==> config.mk <==
export PLATFORM = sky130hd
export DESIGN_NAME = iram_fifo_ctrl
export DESIGN_NICKNAME = d
export VERILOG_FILES = /design/src/rtl/iram_fifo_ctrl_pkg.sv /design/src/rtl/iram_fifo_outq.sv /design/src/rtl/iram_fifo_ctrl.sv
export SDC_FILE = /design/constraint.sdc
export NUM_CORES = 1
export LEC_CHECK = 0
export CAP_MARGIN = 20
export CELL_PAD_IN_SITES_DETAIL_PLACEMENT = 1
export CELL_PAD_IN_SITES_GLOBAL_PLACEMENT = 1
export CORE_UTILIZATION = 41
export CTS_BUF_LIST = sky130_fd_sc_hd__clkbuf_8
export DETAILED_ROUTE_END_ITERATION = 7
export MAX_ROUTING_LAYER = met4
export PLACE_DENSITY = 0.86
export SLEW_MARGIN = 20
export SYNTH_ARGS = -nofsm -noshare
export SYNTH_HDL_FRONTEND = slang
export SYNTH_SLANG_ARGS = --single-unit
==> constraint.sdc <==
create_clock -name clk -period 8.25 [get_ports clk]
set_clock_uncertainty 0.05 [all_clocks]
set_input_delay 1.2375 -clock clk [delete_from_list [all_inputs] [get_ports clk]]
set_output_delay 1.2375 -clock clk [all_outputs]
set_load 0.05 [all_outputs]
==> src/rtl/iram_fifo_ctrl_pkg.sv <==
// Shared constants and helpers for the RAM-backed FIFO controller and its output queue.
package iram_fifo_ctrl_pkg;

  localparam int OUTQ_DEPTH = 2;

  function automatic int unsigned ptr_inc(input int unsigned ptr, input int unsigned depth);
    return (ptr == depth - 1) ? 0 : ptr + 1;
  endfunction

  // Holds 0..DEPTH+2 words.
  function automatic int cnt_width(input int depth);
    return $clog2(depth + 3);
  endfunction

endpackage

==> src/rtl/iram_fifo_outq.sv <==
// Two-entry output queue: head at slot 0, same-cycle pop and write both honoured.
module iram_fifo_outq
  import iram_fifo_ctrl_pkg::*;
#(
  parameter int WIDTH = 32
) (
  input  logic             clk,
  input  logic             rst_n,
  input  logic             clr,
  input  logic             wr,
  input  logic [WIDTH-1:0] wr_dat,
  input  logic             pop,
  output logic [1:0]       cnt,
  output logic [WIDTH-1:0] head
);

  logic [WIDTH-1:0] mem [OUTQ_DEPTH];
  logic [1:0]       tail;
  logic             pop_ok;
  logic             wr_ok;

  assign pop_ok = pop & (cnt != 2'd0);
  assign tail   = cnt - {1'b0, pop_ok};
  assign wr_ok  = wr & (int'(tail) < OUTQ_DEPTH);
  assign head   = mem[0];

  // A write landing in slot 0 during a pop overrides the shift.
  always_ff @(posedge clk or negedge rst_n) begin
    if (!rst_n) begin
      cnt <= '0;
      for (int i = 0; i < OUTQ_DEPTH; i++) mem[i] <= '0;
    end else if (clr) begin
      cnt <= '0;
    end else begin
      cnt <= tail + {1'b0, wr_ok};
      if (pop_ok) mem[0] <= mem[1];
      if (wr_ok) mem[tail[0]] <= wr_dat;
    end
  end

endmodule

==> src/rtl/iram_fifo_ctrl.sv <==
// FIFO controller over a 1-cycle-latency RAM with 2-word prefetch; push-to-rd_vld is 3 cycles.
// Define IRAM_FIFO_BYPASS_EN to route pushes into an empty FIFO straight to the output queue (1 cycle).
module iram_fifo_ctrl
  import iram_fifo_ctrl_pkg::*;
#(
  parameter int ADDRBIT = 9,
  parameter int DEPTH   = 512,
  parameter int WIDTH   = 32
) (
  input  logic               clk,
  input  logic               rst_n,
  input  logic               flush,
  input  logic               wr_vld,
  output logic               wr_rdy,
  input  logic [WIDTH-1:0]   wr_dat,
  output logic               rd_vld,
  input  logic               rd_rdy,
  output logic [WIDTH-1:0]   rd_dat,
  output logic [ADDRBIT+1:0] count,
  output logic [ADDRBIT-1:0] ram_wa,
  output logic               ram_we,
  output logic [WIDTH-1:0]   ram_di,
  output logic [ADDRBIT-1:0] ram_ra,
  output logic               ram_re,
  input  logic [WIDTH-1:0]   ram_do,
  output logic               ram_test,
  output logic               ram_mask
);

  localparam int CW = cnt_width(DEPTH);

  logic [ADDRBIT-1:0] wptr, rptr;
  logic [ADDRBIT:0]   ram_cnt;
  logic               inflight;
  logic [CW-1:0]      cnt_q;
  logic [1:0]         outq_cnt;
  logic [2:0]         occ;
  logic               push, pop, byp, push_ram, outq_wr;
  logic [WIDTH-1:0]   outq_dat;

  // Gating on rst_n keeps ram_we low while reset is held.
  assign wr_rdy   = rst_n & ~flush & (ram_cnt != (ADDRBIT+1)'(DEPTH));
  assign push     = wr_vld & wr_rdy;
  assign pop      = rd_vld & rd_rdy;
  assign occ      = {1'b0, outq_cnt} + {2'b0, inflight} - {2'b0, pop};
  assign ram_re   = ~flush & (ram_cnt != '0) & (occ < 3'd2);

`ifdef IRAM_FIFO_BYPASS_EN
  assign byp = push & (ram_cnt == '0) & ~inflight & ((outq_cnt - {1'b0, pop}) < 2'd2);
`else
  assign byp = 1'b0;
`endif

  assign push_ram = push & ~byp;
  assign ram_we   = push_ram;
  assign ram_wa   = wptr;
  assign ram_di   = wr_dat;
  assign ram_ra   = rptr;
  assign ram_test = 1'b0;
  assign ram_mask = 1'b0;

  // Returning RAM word is dropped if a flush coincides with its arrival.
  assign outq_wr  = byp | (inflight & ~flush);
  assign outq_dat = byp ? wr_dat : ram_do;
  assign rd_vld   = (outq_cnt != 2'd0);
  assign count    = (ADDRBIT+2)'(cnt_q);

  always_ff @(posedge clk or negedge rst_n) begin
    if (!rst_n) begin
      wptr     <= '0;
      rptr     <= '0;
      ram_cnt  <= '0;
      inflight <= 1'b0;
      cnt_q    <= '0;
    end else if (flush) begin
      wptr     <= '0;
      rptr     <= '0;
      ram_cnt  <= '0;
      inflight <= 1'b0;
      cnt_q    <= '0;
    end else begin
      if (push_ram) wptr <= ADDRBIT'(ptr_inc(32'(wptr), DEPTH));
      if (ram_re)   rptr <= ADDRBIT'(ptr_inc(32'(rptr), DEPTH));
      ram_cnt  <= ram_cnt + (ADDRBIT+1)'(push_ram) - (ADDRBIT+1)'(ram_re);
      inflight <= ram_re;
      cnt_q    <= cnt_q + CW'(push) - CW'(pop);
    end
  end

  iram_fifo_outq #(.WIDTH(WIDTH)) u_outq (
    .clk    (clk),
    .rst_n  (rst_n),
    .clr    (flush),
    .wr     (outq_wr),
    .wr_dat (outq_dat),
    .pop    (pop),
    .cnt    (outq_cnt),
    .head   (rd_dat)
  );

endmodule

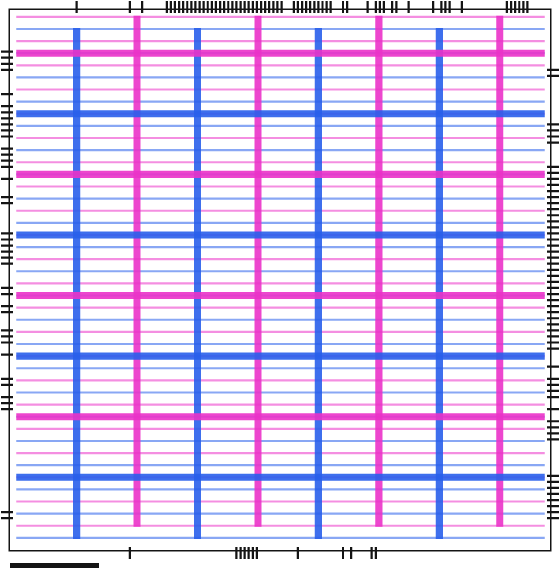
Fig. 1. PDN straps and rails (run 1).
The bar under the picture is 20 µm long. Pins as bars on the die edge.
legend:
  VDD:
    color: magenta
  VSS:
    color: blue
rows: 43
met4 straps: 8
Worst VDD drop: 0.000236 V
die height: 121 µm
core box area: 13900 µm²
Die W: 121 µm

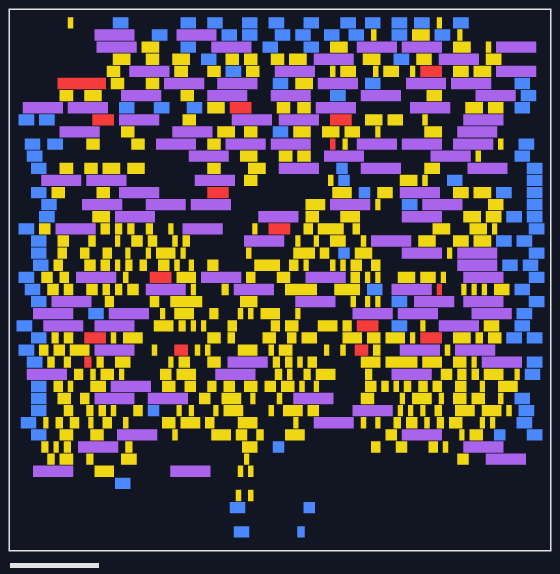
Fig. 2. Cell classes on the final placement (run 1).
The bar under the picture is 20 µm long.
legend:
  registers:
    color: purple
    cells: 105
  clock drivers and dummy loads:
    color: red
    cells: 16
  remaining logic cells:
    color: yellow
    cells: 359
  remaining buffers and delay cells:
    color: blue
    cells: 107

==> results_slide.txt, run 1 <==
Synthesis and Place & Route Summary

Min path
  – Hold Crit Start: u_outq.head[12]$_DFFE_PN0N_
  – HP Class: reg -> reg

Die
  – Total die area: 14700 µm²
  – Fp util: 0.420
  – I/O pins: 168
  – Cell Rows: 43

STA
  – Total Negative Setup Slacks: 0 ps
  – Slew headroom: 0.465
  – Worst-margin pin slew: 800 ps
  – RSZ-0062 raised after global routing: no
  – Final number of setup-violating endpoints: 0
  – Period utilization: 0.692
  – Final Hold Viols: 0
  – Slew Limit Fails: 0
  – Worst hold slack: 455 ps
  – Peak Freq: 175 MHz
  – Min Tclk post-route: 5710 ps
  – Min setup slack post-route: 2540 ps

Critical path
  – Max stage delay on crit path: 800 ps
  – CP Capture Type: primary output
  – Critical path class: in -> out
  – Crit path from: rd_rdy
  – Reg2Reg Launch Point: u_outq.cnt[1]$_DFF_PN0_
  – Worst-path cell chain: clkdlybuf4s50_1 > nand2_1 > inv_1 > ha_1 > inv_1 > nand2_1 > fa_1 > nor2b_1 > o311ai_2 > clkinv_1 > clkdlybuf4s50_1
  – Buf/Inv on CP: 5
  – Max FO, Critical Path: 11
  – Delay-heaviest family, CP: buffers and inverters
  – Required time of the critical path: 6960 ps
  – Startpoint types: primary input
  – Crit path DAT: 4420 ps
  – Crit-path slowest cell: clkdlybuf4s50_1

Routing
  – Routed length per instance: 17.5 µm
  – M1 wire length: 5.86 mm
  – Metal3 WL: 553 µm
  – Via count of the routed design: 4131
  – Antenna Nets Post-Route: 0
  – Met2 WL: 6.88 mm
  – DRC violations left: 0
  – DRT Wirelength: 13.4 mm
  – Via density: 5.39
  – Max Used Layer: met4
  – DRT Pass-1 Iters: 4
  – Iter 0 DRT Violations: 242

Synthesis
  – Mapped Cells: 549
  – Top-area cell share: 0.451
  – # Cells Yosys: 549
  – Synth Warn #: 0
  – Mapped Area: 5830 µm²
  – Seq cells post-synth: 105
  – Cell type with the largest total area: dfrtp_1
  – Asr flop ratio synth: 1.00
  – Unique cell types: 54
  – Synth top cell by count: dfrtp_1
  – Top cells, area: dfrtp_1 (45%), buf_4 (8.6%), mux2_2 (6.6%)
  – Syn avg cell area: 10.6 µm²
  – Main flop type: dfrtp_1
  – Post-synth seq share: 0.451
  – Yosys Chip Area: 5830 µm²
  – Synth top cells by count: dfrtp_1 (105), buf_4 (67), inv_1 (51)
  – EDFF count, synth: 0

Power and ir drop
  – Comb power: 1630 µW
  – Sw power: 1270 µW
  – Power share of the clock group: 0.116
  – Total power: 2800 µW
  – Pwr top: combinational cells
  – Leakage: 0.00301 µW
  – Sequential power: 852 µW
  – Seq pwr share: 0.304
  – P_int: 1530 µW
  – P_clk: 324 µW
  – Switching Fraction: 0.455
  – PwrDens: 416 nW/µm²
  – Combinational share of power: 0.580

Clocking
  – Clk_lat worst skew: 370 ps
  – H-tree levels: 3
  – Root Buffer: clkbuf_8
  – Hold-fix buffers, CTS: 0
  – Post-CTS Setup Inserts: 0
  – Clock buffer depth: 2
  – CTS clk-pin slew, worst paths: 90 ps
  – CTS tree: done
  – Post-CTS sizing: 0
  – CTS Sinks: 105
  – Total CTS buffers: 9

Finish
  – Final non-filler cell total: 767
  – Layout net count: 684
  – N_diodes: 0
  – Fillcell total: 1550
  – Area growth syn-to-layout: 15.4%
  – Layout cells sized above 1: 0.118
  – Design area: 6730 µm²
  – Final core occ: 0.484

Flow run
  – Tool Warnings: 30
  – Max-cap violation count: 0

Run status
  – Status: finished clean

GRT
  – Largest net degree at the start of global routing: 64
  – Total GRT Usage: 0.200
  – First-pass GRT wire length: 22.2 mm
  – Global route total overflow: 0
  – Initial antenna violation count: 0
  – Vias in the first global route: 4490

Placed design
  – Post-DP Area: 6530 µm²
  – Placed insts: 751
  – Placer congestion estimate: 0.849
  – Dpl hpwl: 9.46 mm
  – Placement Setup Slack: 2440 ps
  – I/O Buffers: 100
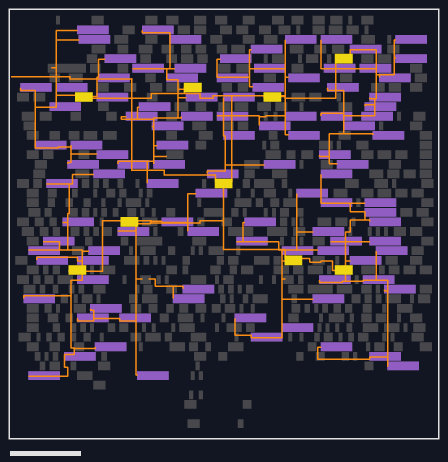
Fig. 3. Routed clock nets over the placement (run 1).
The bar under the picture is 20 µm long.
legend:
  flip-flops:
    color: purple
    count: 105
  clock-net drivers:
    color: yellow
    count: 9
  clock wires:
    color: orange
    length: 1340 µm
routed clock nets: 10

==> run 1: worst paths after layout <==
kind                                                to  depth (start not counted)  slack [ps]
max                                             ram_re                         11        2540
min                        u_outq.head[12]$_DFFE_PN0N_                          1         460
max reg2reg                       ram_cnt[8]$_DFF_PN0_                         19        3310
min reg2reg                u_outq.head[12]$_DFFE_PN0N_                          1         460
max in group asynchronous  u_outq.head[21]$_DFFE_PN0N_                          2        6080
min in group asynchronous           cnt_q[5]$_DFF_PN0_                          1         800
==> run 1: layout make-up <==
cell class	count	area, µm²	area share
Clock buffer	10	138	0.0205
Tap cell	180	225	0.0335
Sequential cell	105	2630	0.391
Clock inverter	6	60.1	0.00893
Multi-Input combinational cell	307	2430	0.362
Inverter	52	195	0.0290
Timing Repair Buffer	107	1050	0.156
==> run 1: routing by layer <==
| layer | vias up | GRT usage |
|---|---|---|
| met3 | 12 | 0.0465 |
| met1 | 2095 | 0.240 |
| li1 | 1914 | - |
| met2 | 110 | 0.339 |
| met4 | 0 | 0.0494 |
| met5 | - | - |
==> run 1: cell usage in the layout, fill, tap and decap left out, types with 4 or more instances in the layout <==
master             n
o22ai_1            4
nand3b_1           7
xnor2_1            9
or3b_2             5
a21o_1             5
o22a_1            28
xor2_1             4
a222oi_1          18
clkbuf_8          10
o21ai_0           17
inv_1             53
nand2b_1           6
nor2_1            28
ha_1              30
clkdlybuf4s50_1   98
and3_1            11
nor2b_1           12
dfrtp_1          105
mux2_2            34
a21oi_1           19
buf_4              8
nand2_1           23
==> run 1: kinds of logic after synthesis <==
family | after synthesis | share of synthesized area
compound gates | 113 | 0.147
xor+xnor | 14 | 0.0223
fa+ha+maj | 33 | 0.0747
buf+inv | 139 | 0.136
flops | 105 | 0.451
mux | 36 | 0.0691
other cells | 1 | 0.000644
simple gates | 108 | 0.0992
Fig. 4: run 1, placed standard cells
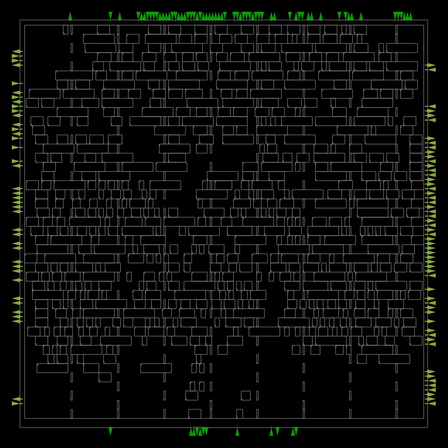

==> run 1 -> run 2 <==
--- a/config.mk
+++ b/config.mk
@@ -8,11 +8,11 @@
 export CAP_MARGIN = 20
 export CELL_PAD_IN_SITES_DETAIL_PLACEMENT = 1
 export CELL_PAD_IN_SITES_GLOBAL_PLACEMENT = 1
-export CORE_UTILIZATION = 41
+export CORE_UTILIZATION = 38
 export CTS_BUF_LIST = sky130_fd_sc_hd__clkbuf_8
 export DETAILED_ROUTE_END_ITERATION = 7
 export MAX_ROUTING_LAYER = met4
-export PLACE_DENSITY = 0.86
+export PLACE_DENSITY = 0.8
 export SLEW_MARGIN = 20
 export SYNTH_ARGS = -nofsm -noshare
 export SYNTH_HDL_FRONTEND = slang
==> constraint.sdc (replaced) <==
create_clock -name clk -period 6 [get_ports clk]
set_clock_uncertainty 0.05 [all_clocks]
set_input_delay 0.9 -clock clk [delete_from_list [all_inputs] [get_ports clk]]
set_output_delay 0.9 -clock clk [all_outputs]
set_load 0.05 [all_outputs]
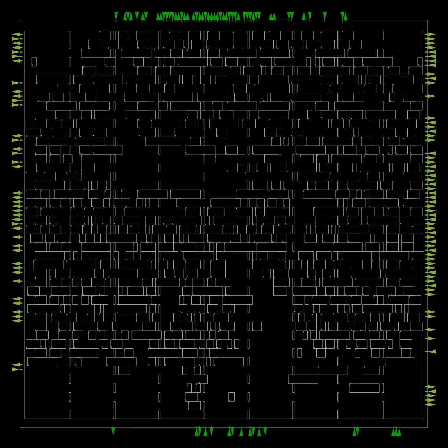
Fig. 5. Placed standard cells (run 2).
final core occ: 0.459
sequential share of cell area: 0.388
fillcell total: 1645
final non-filler cell total: 772
core box area: 14800 µm²

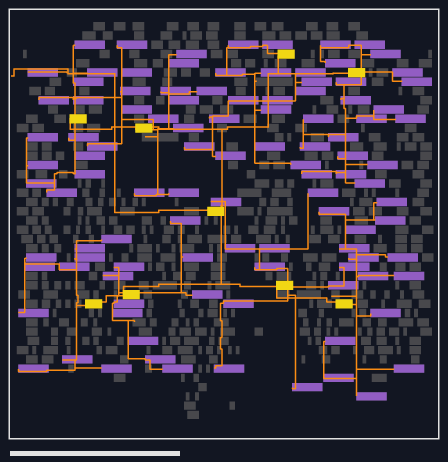
Fig. 6. Routed clock nets over the placement (run 2).
The bar under the picture is 50 µm long.
legend:
  clock-net drivers:
    color: yellow
    count: 9
  clock wires:
    color: orange
    length: 1460 µm
  flip-flops:
    color: purple
    count: 105
routed clock nets: 10

==> run 2 against run 1 <==
Net effect: via count up 0.41%; final area up 0.76%; flip-flop count unchanged; clock-buffer cell count down 1.
==> results_slide.txt, run 2 <==
Synthesis and Place & Route Summary

Routing
  – Via density: 5.37 (-0.24%)
  – DRC violations left: 0 (unchanged)
  – Antenna Nets Post-Route: 0 (unchanged)
  – Met2 WL: 6.92 mm (+0.57%)
  – Max Used Layer: met4
  – Via count of the routed design: 4148 (+0.41%)
  – Metal3 WL: 643 µm (+16%)
  – Iter 0 DRT Violations: 285 (+18%)
  – Routed length per instance: 18.0 µm (+3.1%)
  – M1 wire length: 6.22 mm (+6.2%)
  – DRT Wirelength: 13.9 mm (+3.8%)
  – DRT Pass-1 Iters: 8 (+4)

GRT
  – Vias in the first global route: 4576 (+1.9%)
  – Met3 Track Usage GR: 0.0433 (-0.00319)
  – Total GRT Usage: 0.191 (-0.00858)
  – First-pass GRT wire length: 23.3 mm (+5.0%)
  – Largest net degree at the start of global routing: 68 (+6.3%)
  – Met1 Track Usage GR: 0.236 (-0.00312)
  – Met2 Track Usage GR: 0.315 (-0.0242)
  – Initial antenna violation count: 0 (unchanged)
  – Most crowded layer after global routing: met2
  – Global route total overflow: 0 (unchanged)

Synthesis
  – Synth Warn #: 0 (unchanged)
  – Asr flop ratio synth: 1.00 (unchanged)
  – Cell type with the largest total area: dfrtp_1
  – Unique cell types: 54 (unchanged)
  – Synth top cells by count: dfrtp_1 (105), buf_4 (67), inv_1 (51)
  – Seq cells post-synth: 105 (unchanged)
  – Synth top cell by count: dfrtp_1
  – EDFF count, synth: 0 (unchanged)
  – Main flop type: dfrtp_1
  – Top cells, area: dfrtp_1 (45%), buf_4 (8.6%), mux2_2 (6.6%)
  – Top-area cell share: 0.451 (unchanged)
  – # Cells Yosys: 549 (unchanged)
  – Yosys Chip Area: 5830 µm² (unchanged)
  – Mapped Area: 5830 µm² (unchanged)
  – Mapped Cells: 549 (unchanged)
  – Syn avg cell area: 10.6 µm² (unchanged)
  – Post-synth seq share: 0.451 (unchanged)

Finish
  – N_diodes: 0 (unchanged)
  – Layout net count: 685 (+0.15%)
  – Most numerous logic cell after layout: dfrtp_1
  – Layout cells sized above 1: 0.122 (+0.00490)
  – Top Layout Cells: dfrtp_1 (105), clkdlybuf4s50_1 (98), inv_1 (51)
  – Area growth syn-to-layout: 16.3%

Critical path
  – Critical path class: in -> out
  – Crit path DAT: 4170 ps (-250 ps)
  – Max stage delay on crit path: 810 ps (about the same)
  – FF-to-FF End: ram_cnt[8]$_DFF_PN0_
  – Reg2Reg Launch Point: u_outq.cnt[1]$_DFF_PN0_
  – Crit-path slowest cell: clkdlybuf4s50_1
  – CP Capture Type: primary output
  – Max FO, Critical Path: 10 (-1)
  – R2r setup slk: 1250 ps (-2060 ps)
  – Startpoint types: primary input
  – Worst-path cell chain: clkdlybuf4s50_1 > nand2_1 > inv_1 > ha_1 > inv_1 > nand2_1 > fa_1 > nor2b_1 > o311ai_2 > clkinv_1 > buf_4 > clkdlybuf4s50_1
  – Cells on worst reg2reg path: 19 (unchanged)
  – Required time of the critical path: 5050 ps (-1910 ps)

Clocking
  – Hold-fix buffers, CTS: 0 (unchanged)
  – Clk_lat worst skew: 390 ps (+20 ps)
  – CTS clk-pin slew, worst paths: 120 ps (+30 ps)
  – CTS Sinks: 105 (unchanged)
  – Post-CTS sizing: 0 (unchanged)
  – Total CTS buffers: 9 (unchanged)
  – Root Buffer: clkbuf_8
  – Clock buffer depth: 2 (unchanged)
  – Post-CTS Setup Inserts: 0 (unchanged)
  – H-tree levels: 3 (unchanged)
  – CTS tree: done

STA
  – Peak Freq: 195 MHz
  – Period utilization: 0.853
  – Total Negative Setup Slacks: 0 ps (unchanged)
  – Min Tclk post-route: 5120 ps
  – Final Hold Viols: 0 (unchanged)
  – Final number of setup-violating endpoints: 0 (unchanged)
  – RSZ-0062 raised after global routing: no
  – Slew Limit Fails: 0 (unchanged)
  – Slew headroom: 0.418 (-0.0471)
  – Worst-margin pin slew: 873 ps (+73.3 ps)
  – Min setup slack post-route: 883 ps (-1660 ps)

Placed design
  – Placer congestion estimate: 0.849 (about the same)
  – I/O Buffers: 100 (unchanged)
  – Placement Setup Slack: 690 ps (-1750 ps)
  – Dpl hpwl: 9.86 mm (+4.3%)

Die
  – Cell Rows: 44 (+2.3%)
  – Die height: 126 µm (+3.8%)
  – Fp util: 0.395 (-0.0248)
  – Total die area: 15800 µm² (+7.8%)
  – I/O pins: 168 (unchanged)
  – Die W: 126 µm (+3.8%)

Run status
  – Status: finished clean

Flow run
  – Max-cap violation count: 0 (unchanged)
  – Tool Warnings: 30 (unchanged)

Power and ir drop
  – Worst VDD drop: 0.000234 V (-0.87%)
  – PwrDens: 583 nW/µm² (+40%)
  – Leakage: 0.00303 µW (+0.55%)

Min path
  – HP Class: in -> async
run 2: cell counts after synthesis:
No cell type changed its count.
run 2: worst max-delay path, delay by kind of cell:
kind,cells,cell delay [ps]
adders and majority gates,2,780
and+or+nand+nor,3,380
AOI/OAI and AO/OA,1,200
buffers and inverters,6,1900
run 2: report_power, final:
part,internal [µW],switching [µW],total (µW)
clock,245,280,525
combinational,915,1340,2250
sequential,990,179,1170
total,2150,1800,3950
run 2: area by class of cell:
class	instances	area, µm²
timing repair buffer	108	1050
tap	184	230
fill	1645	7980
sequential	105	2630
clock buffer	9	124
clock inverter	7	110
inverter	52	195
multi-input combinational	307	2440
run 2: cell families after synthesis:
logic type / after synthesis / share of synthesized area
and+or+nand+nor: 108 / 0.0992
AOI/OAI and AO/OA: 113 / 0.147
adders and majority gates: 33 / 0.0747
xor gates and xnor gates: 14 / 0.0223
muxes: 36 / 0.0691
buffers and inverters: 139 / 0.136
DFF: 105 / 0.451
other: 1 / 0.000644
run 2: how the worst max path moves through the flow:
stage,from,endpoint
after CTS,rd_rdy,ram_re
after global placement,rd_rdy,ram_cnt[8]$_DFF_PN0_
after global routing,rd_rdy,ram_re
after floorplan,u_outq.cnt[1]$_DFF_PN0_,ram_cnt[8]$_DFF_PN0_
final,rd_rdy,ram_re
after detailed placement,rd_rdy,ram_cnt[8]$_DFF_PN0_
run 2: metrics by stage:
| step | instance area [µm²] | instances | hold slack, ps | power [µW] | utilization |
|---|---|---|---|---|---|
| after global routing | 6780 | 772 | 443 | 4230 | 0.459 |
| after CTS | 6780 | 772 | 420 | 3990 | 0.459 |
| after global placement | 6530 | 756 | 432 | 3320 | 0.443 |
| after detailed placement | 6540 | 756 | 446 | 3450 | 0.443 |
| final | 6780 | 772 | 432 | 3950 | 0.459 |
| after floorplan | 5830 | 551 | 411 | 2980 | - |
Power and IR drop assume default switching activity.
